**src/rtl/set_concurrency_lock_if.sv**
```systemverilog
// Handshake bundle between the CPU-side and snoopy-side controllers and the
// per-set concurrency lock. The master modport is the controller side (drives
// requests and releases); the slave modport is the lock itself.
interface set_concurrency_lock_if #(
  parameter int ADDRESS_WIDTH = 32,
  parameter int STREAK_WIDTH  = 2
);
  logic                     cpuRequest;
  logic [ADDRESS_WIDTH-1:0] cpuAddress;
  logic                     cpuRelease;
  logic                     cpuGrant;
  logic                     cpuBlocked;
  logic                     snoopyRequest;
  logic [ADDRESS_WIDTH-1:0] snoopyAddress;
  logic                     snoopyRelease;
  logic                     snoopyGrant;
  logic [STREAK_WIDTH-1:0]  snoopStreak;

  modport master (
    output cpuRequest, cpuAddress, cpuRelease,
    output snoopyRequest, snoopyAddress, snoopyRelease,
    input  cpuGrant, cpuBlocked, snoopyGrant, snoopStreak
  );

  modport slave (
    input  cpuRequest, cpuAddress, cpuRelease,
    input  snoopyRequest, snoopyAddress, snoopyRelease,
    output cpuGrant, cpuBlocked, snoopyGrant, snoopStreak
  );
endinterface

```
**src/rtl/set_concurrency_lock.sv**
```systemverilog
// Per-set lock between the CPU-side and snoopy-side cache controllers.
// Each side locks only the set it addresses, so different sets proceed in
// parallel. Same-set contests go to the snoopy side unless it has already won
// MAX_SNOOP_STREAK contests in a row, in which case the CPU side wins once.
module set_concurrency_lock #(
  parameter int ADDRESS_WIDTH    = 32,
  parameter int OFFSET_WIDTH     = 4,
  parameter int INDEX_WIDTH      = 6,
  parameter int MAX_SNOOP_STREAK = 3,
  parameter int STREAK_WIDTH     = $clog2(MAX_SNOOP_STREAK + 1)
) (
  input  logic                   clock_i,
  input  logic                   reset_i,
  set_concurrency_lock_if.slave  bus
);

  typedef enum logic {
    IDLE = 1'b0,
    HELD = 1'b1
  } lock_state_e;

  localparam logic [STREAK_WIDTH-1:0] STREAK_MAX  = STREAK_WIDTH'(MAX_SNOOP_STREAK);
  localparam logic [STREAK_WIDTH-1:0] STREAK_ONE  = STREAK_WIDTH'(1);
  localparam logic [STREAK_WIDTH-1:0] STREAK_ZERO = STREAK_WIDTH'(0);

  lock_state_e             cpu_state_q, cpu_state_d;
  lock_state_e             snp_state_q, snp_state_d;
  logic [INDEX_WIDTH-1:0]  cpu_index_q, cpu_index_d;
  logic [INDEX_WIDTH-1:0]  snp_index_q, snp_index_d;
  logic [STREAK_WIDTH-1:0] streak_q, streak_d;

  logic [INDEX_WIDTH-1:0]  cpu_req_index_s;
  logic [INDEX_WIDTH-1:0]  snp_req_index_s;
  logic                    cpu_held_s;
  logic                    snp_held_s;
  logic                    cpu_conflict_s;
  logic                    snp_conflict_s;
  logic                    contest_s;
  logic                    snoop_priority_s;
  logic                    cpu_take_s;
  logic                    snp_take_s;
  logic                    contested_snoop_win_s;
  logic                    unused_addr_bits_s;

  // Only the set-index field takes part in the lock; tag and offset bits are
  // deliberately ignored.
  assign cpu_req_index_s = bus.cpuAddress[OFFSET_WIDTH +: INDEX_WIDTH];
  assign snp_req_index_s = bus.snoopyAddress[OFFSET_WIDTH +: INDEX_WIDTH];
  assign unused_addr_bits_s = ^{bus.cpuAddress, bus.snoopyAddress};

  assign cpu_held_s = (cpu_state_q == HELD);
  assign snp_held_s = (snp_state_q == HELD);

  // A side is blocked by the other side already holding the same set, judged
  // from registered state only, so a handover always costs one idle cycle.
  assign cpu_conflict_s = snp_held_s && (snp_index_q == cpu_req_index_s);
  assign snp_conflict_s = cpu_held_s && (cpu_index_q == snp_req_index_s);

  // Arbitration is only needed when both are idle and ask for the same set.
  assign contest_s = !cpu_held_s && !snp_held_s && bus.cpuRequest &&
                     bus.snoopyRequest && (cpu_req_index_s == snp_req_index_s);
  assign snoop_priority_s = (streak_q < STREAK_MAX);

  assign cpu_take_s = !cpu_held_s && bus.cpuRequest && !cpu_conflict_s &&
                      !(contest_s && snoop_priority_s);
  assign snp_take_s = !snp_held_s && bus.snoopyRequest && !snp_conflict_s &&
                      !(contest_s && !snoop_priority_s);

  // A snoopy grant is "contested" when the CPU was asking for the same set
  // and lost; with registered-state conflict checks that is exactly an
  // arbitration win by the snoopy side.
  assign contested_snoop_win_s = snp_take_s && contest_s;

  // Next-state logic for both side FSMs, their latched indices and the streak.
  always_comb begin
    cpu_state_d = cpu_state_q;
    snp_state_d = snp_state_q;
    cpu_index_d = cpu_index_q;
    snp_index_d = snp_index_q;
    streak_d    = streak_q;

    case (cpu_state_q)
      IDLE: begin
        if (cpu_take_s) begin
          cpu_state_d = HELD;
          cpu_index_d = cpu_req_index_s;
        end else begin
          cpu_state_d = IDLE;
        end
      end
      HELD: begin
        if (bus.cpuRelease) begin
          cpu_state_d = IDLE;
        end else begin
          cpu_state_d = HELD;
        end
      end
      default: cpu_state_d = IDLE;
    endcase

    case (snp_state_q)
      IDLE: begin
        if (snp_take_s) begin
          snp_state_d = HELD;
          snp_index_d = snp_req_index_s;
        end else begin
          snp_state_d = IDLE;
        end
      end
      HELD: begin
        if (bus.snoopyRelease) begin
          snp_state_d = IDLE;
        end else begin
          snp_state_d = HELD;
        end
      end
      default: snp_state_d = IDLE;
    endcase

    // Any CPU grant resets fairness; contested snoopy wins count up and saturate.
    if (cpu_take_s) begin
      streak_d = STREAK_ZERO;
    end else if (contested_snoop_win_s && (streak_q < STREAK_MAX)) begin
      streak_d = streak_q + STREAK_ONE;
    end else begin
      streak_d = streak_q;
    end
  end

  // State registers with synchronous reset that overrides all requests.
  always_ff @(posedge clock_i) begin
    if (reset_i) begin
      cpu_state_q <= IDLE;
      snp_state_q <= IDLE;
      cpu_index_q <= '0;
      snp_index_q <= '0;
      streak_q    <= STREAK_ZERO;
    end else begin
      cpu_state_q <= cpu_state_d;
      snp_state_q <= snp_state_d;
      cpu_index_q <= cpu_index_d;
      snp_index_q <= snp_index_d;
      streak_q    <= streak_d;
    end
  end

  assign bus.cpuGrant    = cpu_held_s;
  assign bus.snoopyGrant = snp_held_s;
  assign bus.snoopStreak = streak_q;
  assign bus.cpuBlocked  = bus.cpuRequest && !cpu_held_s &&
                           (cpu_conflict_s || (contest_s && snoop_priority_s));

endmodule

```
**src/flat_wrapper.sv**
```systemverilog
// flat-port wrapper written by rule: the top's interface ports become plain ports
module set_concurrency_lock_flat 
#(
  parameter int ADDRESS_WIDTH    = 32,
  parameter int OFFSET_WIDTH     = 4,
  parameter int INDEX_WIDTH      = 6,
  parameter int MAX_SNOOP_STREAK = 3,
  parameter int STREAK_WIDTH     = $clog2(MAX_SNOOP_STREAK + 1)
)
  (clock_i, reset_i, bus_cpuRequest, bus_cpuAddress, bus_cpuRelease, bus_snoopyRequest, bus_snoopyAddress, bus_snoopyRelease, bus_cpuGrant, bus_cpuBlocked, bus_snoopyGrant, bus_snoopStreak);
  set_concurrency_lock_if #(.ADDRESS_WIDTH(ADDRESS_WIDTH), .STREAK_WIDTH(STREAK_WIDTH)) bus_i ();
  input  logic clock_i;
  input  logic reset_i;
  input wire logic [$bits(bus_i.cpuRequest)-1:0] bus_cpuRequest;
  input wire logic [$bits(bus_i.cpuAddress)-1:0] bus_cpuAddress;
  input wire logic [$bits(bus_i.cpuRelease)-1:0] bus_cpuRelease;
  input wire logic [$bits(bus_i.snoopyRequest)-1:0] bus_snoopyRequest;
  input wire logic [$bits(bus_i.snoopyAddress)-1:0] bus_snoopyAddress;
  input wire logic [$bits(bus_i.snoopyRelease)-1:0] bus_snoopyRelease;
  output wire logic [$bits(bus_i.cpuGrant)-1:0] bus_cpuGrant;
  output wire logic [$bits(bus_i.cpuBlocked)-1:0] bus_cpuBlocked;
  output wire logic [$bits(bus_i.snoopyGrant)-1:0] bus_snoopyGrant;
  output wire logic [$bits(bus_i.snoopStreak)-1:0] bus_snoopStreak;
  assign bus_i.cpuRequest = bus_cpuRequest;
  assign bus_i.cpuAddress = bus_cpuAddress;
  assign bus_i.cpuRelease = bus_cpuRelease;
  assign bus_i.snoopyRequest = bus_snoopyRequest;
  assign bus_i.snoopyAddress = bus_snoopyAddress;
  assign bus_i.snoopyRelease = bus_snoopyRelease;
  assign bus_cpuGrant = bus_i.cpuGrant;
  assign bus_cpuBlocked = bus_i.cpuBlocked;
  assign bus_snoopyGrant = bus_i.snoopyGrant;
  assign bus_snoopStreak = bus_i.snoopStreak;
  set_concurrency_lock #(.ADDRESS_WIDTH(ADDRESS_WIDTH), .OFFSET_WIDTH(OFFSET_WIDTH), .INDEX_WIDTH(INDEX_WIDTH), .MAX_SNOOP_STREAK(MAX_SNOOP_STREAK), .STREAK_WIDTH(STREAK_WIDTH)) u_core (.clock_i(clock_i), .reset_i(reset_i), .bus(bus_i));
endmodule
```
**config.mk**
```make
export PLATFORM = sky130hd
export DESIGN_NAME = set_concurrency_lock_flat
export DESIGN_NICKNAME = d
export VERILOG_FILES = /design/src/rtl/set_concurrency_lock_if.sv /design/src/rtl/set_concurrency_lock.sv /design/src/flat_wrapper.sv
export SDC_FILE = /design/constraint.sdc
export NUM_CORES = 1
export LEC_CHECK = 0
export CORE_MARGIN = 4
export CORE_UTILIZATION = 31
export CTS_BUF_LIST = sky130_fd_sc_hd__clkbuf_4
export CTS_CLUSTER_DIAMETER = 40
export CTS_CLUSTER_SIZE = 16
export DETAILED_ROUTE_END_ITERATION = 10
export PLACE_DENSITY = 0.8
export SYNTH_ARGS = -nofsm -noshare
export SYNTH_HDL_FRONTEND = slang
export SYNTH_SLANG_ARGS = --single-unit
```
**constraint.sdc**
```tcl
create_clock -name clock_i -period 2.3 [get_ports clock_i]
set_input_delay 0.69 -clock clock_i [delete_from_list [all_inputs] [get_ports clock_i]]
set_output_delay 0.69 -clock clock_i [all_outputs]
set_load 0.01 [all_outputs]
```
==> results.yml, run 1 <==
# flow metrics
routing:
  top_layer_used: "met4"
  wl_met1_um: 987
  drt_drc_violations_left: 0
  wl_met3_um: 125
  antenna_violating_nets_post_route: 0
  initialDrtViolationCount: 20
  viasPerCell: 4.359
  routed_met2_length_mm: 1.251
  drt_first_pass_iters: 4
final_timing:
  tns_ns: -0.08187
  fmaxAchievable_mhz: 419.8
  hold_viol_final: 0
  grt_setup_unrepaired: "true"
  setup_violations: 1
  post-route-period-util_pct: 103.6
  period_needed_ns: 2.382
  postLayoutSetupSlackWorst_ns: -0.08187
  max-slew-margin-rel_pct: 65.99
  tightestPinTransition_ns: 0.5096
min_path:
  worst_hold_startpoint: "u_core.cpu_index_q[0]$_SDFFE_PP0P_"
  holdCritPathClass: "reg2reg"
  hold-path-endpoint: "u_core.cpu_index_q[0]$_SDFFE_PP0P_"
  whs_path_depth: 2
run:
  log.warning_count: 80
  maximum_capacitance_violations: 0
synth:
  synth.yosys.num_cells: 98
  synth.largest_area_cell: "dfxtp_1"
  synth-compound-area-share_pct: 7.633
  post_synth_top_area_share_pct: 33.12
  synthMostInstantiatedCell: "nand2b_1"
  synth.top_cells.by_area: "dfxtp_1 33%, nand2b_1 16%, mux2i_1 13%"
  number_of_enable_flip_flop_cells: 0
  ys_top_cells_by_count: "24 x nand2b_1, 16 x dfxtp_1, 13 x mux2i_1, 13 x xnor2_1, 4 x xor2_1"
  synth.net_count: 169
  syn_area_sq_um: 967.2
  synth.area.mux_share_pct: 13.45
  synth_warn: 0
  synth_seq_share_pct: 33.12
  ys.flop_type: "dfxtp_1"
  ys_types: 24
  netlist_logic_family_top: "simple AND/OR/NAND/NOR gates"
  xor_share_pct: 17.08
  synthCells: 98
clock_network:
  clock_tree.buffer_depth: 2
  post_cts_buffers: 2
  cts_hold_buffers: 0
  cts_root_buffer: "clkbuf_4"
  worst_setup_hold_path_clk_slew_ns: 0.08
  cts_tree: "yes"
floorplan:
  die_area_sq_um: 4077
  floorplan.core_area_sq_um: 3028
  initial_core_util_pct: 31.94
  num_rows: 20
  die_h_um: 63.86
final_layout:
  lay_top_count: "buf_4"
  layout_area_overhead_pct: 63.26
  final_net_count: 221
  drive_gt1_share_pct: 43.24
  layout.cells.most_common_list: "26 x buf_4, 24 x nand2b_1, 16 x dfxtp_1"
  diode_count: 0
grt:
  top_usage_layer: "met2"
  antenna_found_initial: 0
  grt_overflow_total: 0
  grt.met3_usage_pct: 4.218
  grt_first_pass_wirelength_mm: 4.057
  grt_start_max_net_pins: 29
  met2_layer_usage_reported_by_global_route_pct: 22.71
setup_path:
  timing.critical_path.to_type: "output port"
  critical_path_arrival_ns: 1.69
  worst_r2r_path_depth: 6
  critical_path.startpoint_type: "primary input"
  worst-endpoint-required_ns: 1.61
  regToRegSetupSlack_ns: 0.59
  critical_path_class: "in2out"
  max_stage_delay_ns: 0.30
  worstReg2RegStart: "u_core.snp_index_q[3]$_SDFFE_PP0P_"
  crit_path_cells: "buf_6, xnor2_2, nand2_2, nor4_4, o211a_1, buf_2"
  worst_path_max_delay_cell: "nor4_4"
placement:
  gp_routability_congestion: 0.7865
  port_buffers: 22
  post-place-ws_ns: -0.9255
outcome:
  violated_checks: "setup timing"
  outcome: "finished with violations"
power:
  power.leakage_nw: 0.6949
  power_density_nw_per_um2: 422.5
==> run 1: worst max-delay path, delay by kind of cell <==
kind | cells | cell delay (ns)
AOI/OAI and AO/OA | 1 | 0.19
buffers and inverters | 2 | 0.22
xor gates and xnor gates | 1 | 0.17
and+or+nand+nor | 2 | 0.42
==> run 1: stage by stage <==
step	total power, mW	cell area (sq um)	util [%]	cells	hold WS (ns)
global placement	0.4898	1433	47.31	187	0.4694
CTS	0.6654	1543	50.95	192	0.4995
floorplan	0.3963	973.4	-	98	0.4604
finish	0.6671	1579	52.15	192	0.4942
global route	0.7040	1579	52.15	192	0.5262
detailed placement	0.4962	1433	47.31	187	0.4813
==> run 1: worst max path at each step <==
stage	start	to	slack (ns)	cells past startpoint
after floorplan	bus_snoopyAddress[4]	bus_cpuBlocked	0.06	4
after global placement	bus_cpuAddress[8]	bus_cpuBlocked	-0.86	6
after detailed placement	bus_cpuAddress[8]	bus_cpuBlocked	-0.93	6
after CTS	bus_snoopyAddress[8]	bus_cpuBlocked	-0.11	6
after global routing	bus_snoopyAddress[7]	bus_cpuBlocked	-0.11	6
final	bus_snoopyAddress[7]	bus_cpuBlocked	-0.08	6
==> run 1: layout make-up <==
| type | instances | area [sq um] |
|---|---|---|
| fill | 285 | 1449 |
| multi-input combinational | 77 | 754.5 |
| timing repair buffer | 50 | 419.2 |
| sequential | 16 | 320.3 |
| tap | 44 | 55.05 |
| clock buffer | 3 | 22.52 |
| inverter | 2 | 7.507 |
==> run 1: where the power goes <==
| part | leakage [nW] | total, mW | internal (mW) | switching, mW |
|---|---|---|---|---|
| sequential | 0.132 | 0.308 | 0.294 | 0.0140 |
| combinational | 0.550 | 0.214 | 0.128 | 0.0856 |
| clock | 0.0138 | 0.145 | 0.0608 | 0.0844 |
==> run_1/detail.png <==
Window x 17 to 47, y 4 to 34 um. Cells in gray, sequential cells in the stronger gray; small squares are vias.
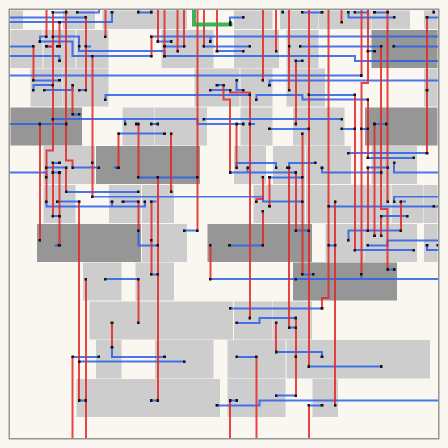
green -> metal 3
blue -> metal 1
red -> metal 2
netlist names of flops here include = u_core.cpu_index_q (3), u_core.snp_index_q (3)
cells with their middle in the window = 48
most frequent = nand2b_1 (12), mux2i_1 (7), dfxtp_1 (7)
sequential cells in the window = 7

==> run_1/metal_density.png <==
Drawn at 6 px/um. 13 x 13 tiles, from white (low) to dark blue (high), scaled to the fullest tile. Values are wire area over tile area, all layers added.
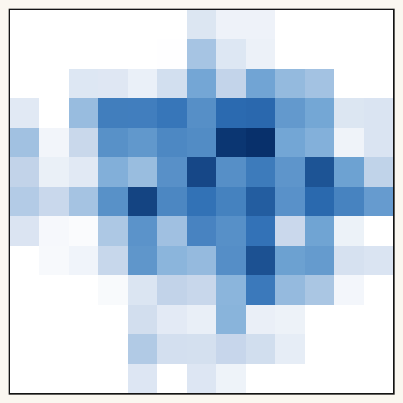
densest ninth of the die = center
emptiest ninth of the die = lower left
nearly empty tiles = 33%
fullest tile = 0.35
global router's overall resource usage: 12.77%
vias: 837
post-detailed-routing wire length: 2.384 mm
routed len/inst: 12.42 um

==> run_1/clk_routes.png <==
Drawn at 6 px/um.
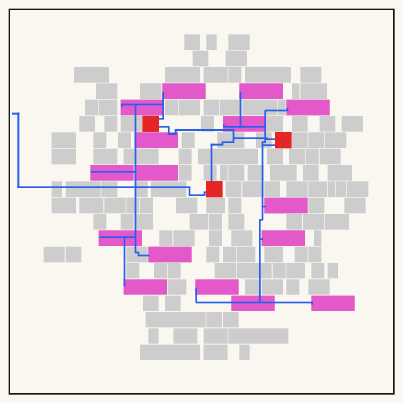
blue -> clock wires  # length 224 um
magenta -> flip-flops  # count 16
red -> clock drivers  # count 3
routed clock nets = 4
relative contribution of the clock network to total power: 21.8%
clock network power: 145 uW
latest clock arrival within the worst-skew pair: 0.29 ns
worst-case clock skew: 0.007215 ns

## Run 2: what changed since run 1
--- a/config.mk
+++ b/config.mk
@@ -5,13 +5,16 @@
 export SDC_FILE = /design/constraint.sdc
 export NUM_CORES = 1
 export LEC_CHECK = 0
+export CELL_PAD_IN_SITES_DETAIL_PLACEMENT = 0
+export CELL_PAD_IN_SITES_GLOBAL_PLACEMENT = 1
 export CORE_MARGIN = 4
-export CORE_UTILIZATION = 31
+export CORE_UTILIZATION = 21
 export CTS_BUF_LIST = sky130_fd_sc_hd__clkbuf_4
 export CTS_CLUSTER_DIAMETER = 40
 export CTS_CLUSTER_SIZE = 16
 export DETAILED_ROUTE_END_ITERATION = 10
-export PLACE_DENSITY = 0.8
+export PLACE_DENSITY = 0.78
+export SETUP_SLACK_MARGIN = 0.5
 export SYNTH_ARGS = -nofsm -noshare
 export SYNTH_HDL_FRONTEND = slang
 export SYNTH_SLANG_ARGS = --single-unit
==> run_2/logic_types.png <==
Drawn at 8 px/um.
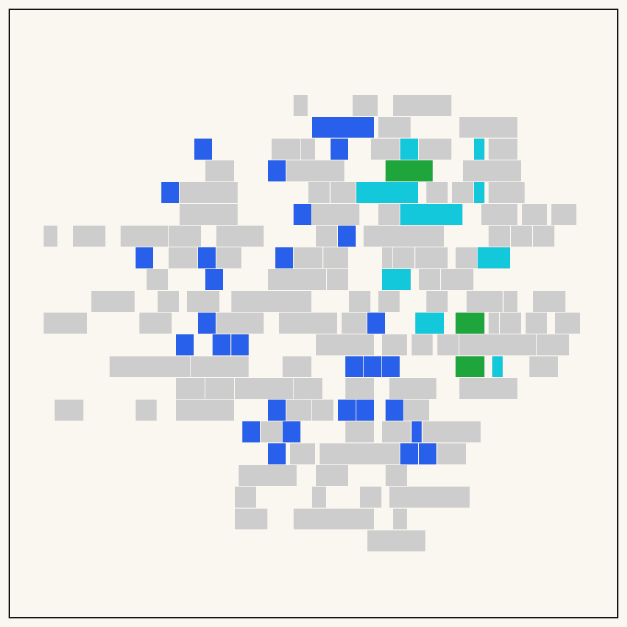
blue -> NAND gates  # cells 29
cyan -> NOR gates  # cells 9
green -> AND-OR and OR-AND gates  # cells 3
final cell count without fillers: 201
Comb/total area: 49.30%

==> run_2/detail.png <==
Window x 23 to 53, y 8 to 38 um. Cells in gray, sequential cells in the stronger gray; small squares are vias.
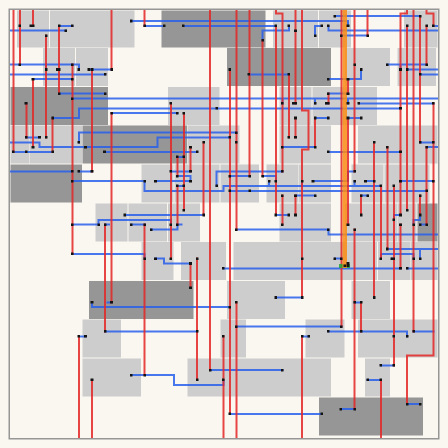
red -> metal 2
green -> metal 3
orange -> metal 4
blue -> metal 1
cells with their middle in the window = 51
sequential cells in the window = 7
netlist names of flops here include = u_core.snp_index_q (4), u_core.cpu_index_q (3)
most frequent = nand2b_1 (15), dfxtp_1 (7), mux2i_1 (6)

==> run 2 against run 1 <==
The flow still finishes with violations (setup timing); via count fell by 0.24%; fmax rose by 2.5%; clock-buffer cell count did not move; non-clock buffer count rose by 1; global-route usage fell by 2.8 points; clock skew fell by 0.0012 ns; sequential power barely moved; synthesized cell count did not move; largest cell class unchanged; worst setup slack improved by 0.059 ns; largest power group unchanged.
==> results.yml, run 2 <==
# flow metrics
final_timing:
  grt_setup_unrepaired: "true"
  postLayoutSetupSlackWorst_ns: -0.02294
  setup_violations: 1
  hold_viol_final: 0
  worst_hold_slack_ns: 0.4924
  fmaxAchievable_mhz: 430.5
  post-route-period-util_pct: 101.0
  max-slew-margin-rel_pct: 78.25
  clock_skew_ns: 0.006043
  tns_ns: -0.02294
  tightestPinTransition_ns: 0.3251
final_layout:
  final_core_util_pct: 38.24
  layout_area_overhead_pct: 74.51
  diode_count: 0
  final_net_count: 222
  layout.cells.most_common_list: "24 x nand2b_1, 24 x buf_4, 16 x dfxtp_1"
  drive_gt1_share_pct: 46.31
grt:
  antenna_found_initial: 0
  global_route.usage.total_pct: 9.932
  grt_overflow_total: 0
synth:
  synthCells: 98
  synth_warn: 0
  synth_seq_share_pct: 33.12
  number_of_enable_flip_flop_cells: 0
  synth.largest_area_cell: "dfxtp_1"
  ys_types: 24
  synth.yosys.num_cells: 98
  post_synth_top_area_share_pct: 33.12
  syn_area_sq_um: 967.2
  synth.net_count: 169
  ys_top_cells_by_count: "24 x nand2b_1, 16 x dfxtp_1, 13 x mux2i_1, 13 x xnor2_1, 4 x xor2_1"
  synthMostInstantiatedCell: "nand2b_1"
  ys.flop_type: "dfxtp_1"
routing:
  post_detailed_routing_wire_length_mm: 2.613
  avgRoutedWirePerCell_um: 13.00
  drt_first_pass_iters: 4
  initialDrtViolationCount: 58
  vias: 835
  viasPerCell: 4.154
  antenna_violating_nets_post_route: 0
floorplan:
  die_area_sq_um: 5756
  die_h_um: 75.87
  num_rows: 24
  initial_core_util_pct: 21.91
  floorplan.core_area_sq_um: 4414
run:
  maximum_capacitance_violations: 0
  log.warning_count: 81
placement:
  port_buffers: 22
  post-place-ws_ns: -0.9284
  postPlaceCellArea_sq_um: 1429
  dp.cells: 191
outcome:
  violated_checks: "setup timing"
  outcome: "finished with violations"
setup_path:
  critical_path.startpoint_type: "primary input"
  regToRegSetupSlack_ns: 0.56
  worst-endpoint-required_ns: 1.61
  timing.critical_path.to_type: "output port"
  worst_r2r_path_depth: 7
  worstSetupStartpoint: "bus_snoopyAddress[4]"
  critical_path_class: "in2out"
  critical_path_arrival_ns: 1.63
  crit_path_end: "bus_cpuBlocked"
  worstReg2RegStart: "u_core.bus.cpuGrant$_SDFF_PP0_"
min_path:
  whs_path_depth: 2
  holdCritPathClass: "reg2reg"
  hold-path-endpoint: "u_core.cpu_index_q[5]$_SDFFE_PP0P_"
  worst_hold_startpoint: "u_core.cpu_index_q[5]$_SDFFE_PP0P_"
clock_network:
  worst_setup_hold_path_clk_slew_ns: 0.09
  cts_tree: "yes"
  clock_tree.buffer_depth: 2
power:
  p_total_uw: 701.1
  power.leakage_nw: 0.7247
  power_density_nw_per_um2: 415.4
## run 2: worst max-delay path, cell delays in order
cell	delay [ns]
buf_8	0.11
xnor2_4	0.15
nand2_2	0.11
nor4_4	0.28
o211a_1	0.17
buf_2	0.12
## run 2: kinds of logic (layout without fill, tap and decap cells)
kind of cell | count (synthesis) | in the layout | synth area share, %
AOI/OAI and AO/OA | 6 | 6 | 7.634
muxes | 13 | 13 | 13.45
and+or+nand+nor | 39 | 39 | 25.48
DFF | 16 | 16 | 33.12
buffers and inverters | 5 | 56 | 1.941
adders and majority gates | 1 | 1 | 1.293
xor gates and xnor gates | 18 | 18 | 17.08
## run 2: cell type report
| class | instances | area (sq um) |
|---|---|---|
| fill | 429 | 2726 |
| multi-input combinational | 77 | 832.0 |
| timing repair buffer | 51 | 440.4 |
| sequential | 16 | 320.3 |
| tap | 52 | 65.06 |
| clock buffer | 3 | 22.52 |
| inverter | 2 | 7.507 |
## run 2: metal layers
| metal | share of wire, % | vias to the layer above | global-route usage (%) |
|---|---|---|---|
| li1 | - | 432 | - |
| met1 | 40 | 386 | 11.33 |
| met2 | 53 | 15 | 17.87 |
| met3 | 4.6 | 2 | 1.979 |
| met4 | 1.5 | 0 | 4.078 |
| met5 | 0 | - | 0 |
## run 2: timing repair
| item | 4_1_cts | 5_1_grt |
|---|---|---|
| setup endpoints to repair | 21 | 17 |
| gates resized | 100 | 11 |
| pin swaps | 24 | 12 |
| buffers inserted | 5 | 2 |
| endpoints found under the hold margin | 0 | 0 |
| hold buffers | 0 | 0 |
## run 2: power breakdown
part	total (mW)	internal [mW]	switching, mW
logic	0.243	0.142	0.102
registers	0.308	0.294	0.0137
clock network	0.150	0.0608	0.0888
Power and IR drop assume default switching activity.
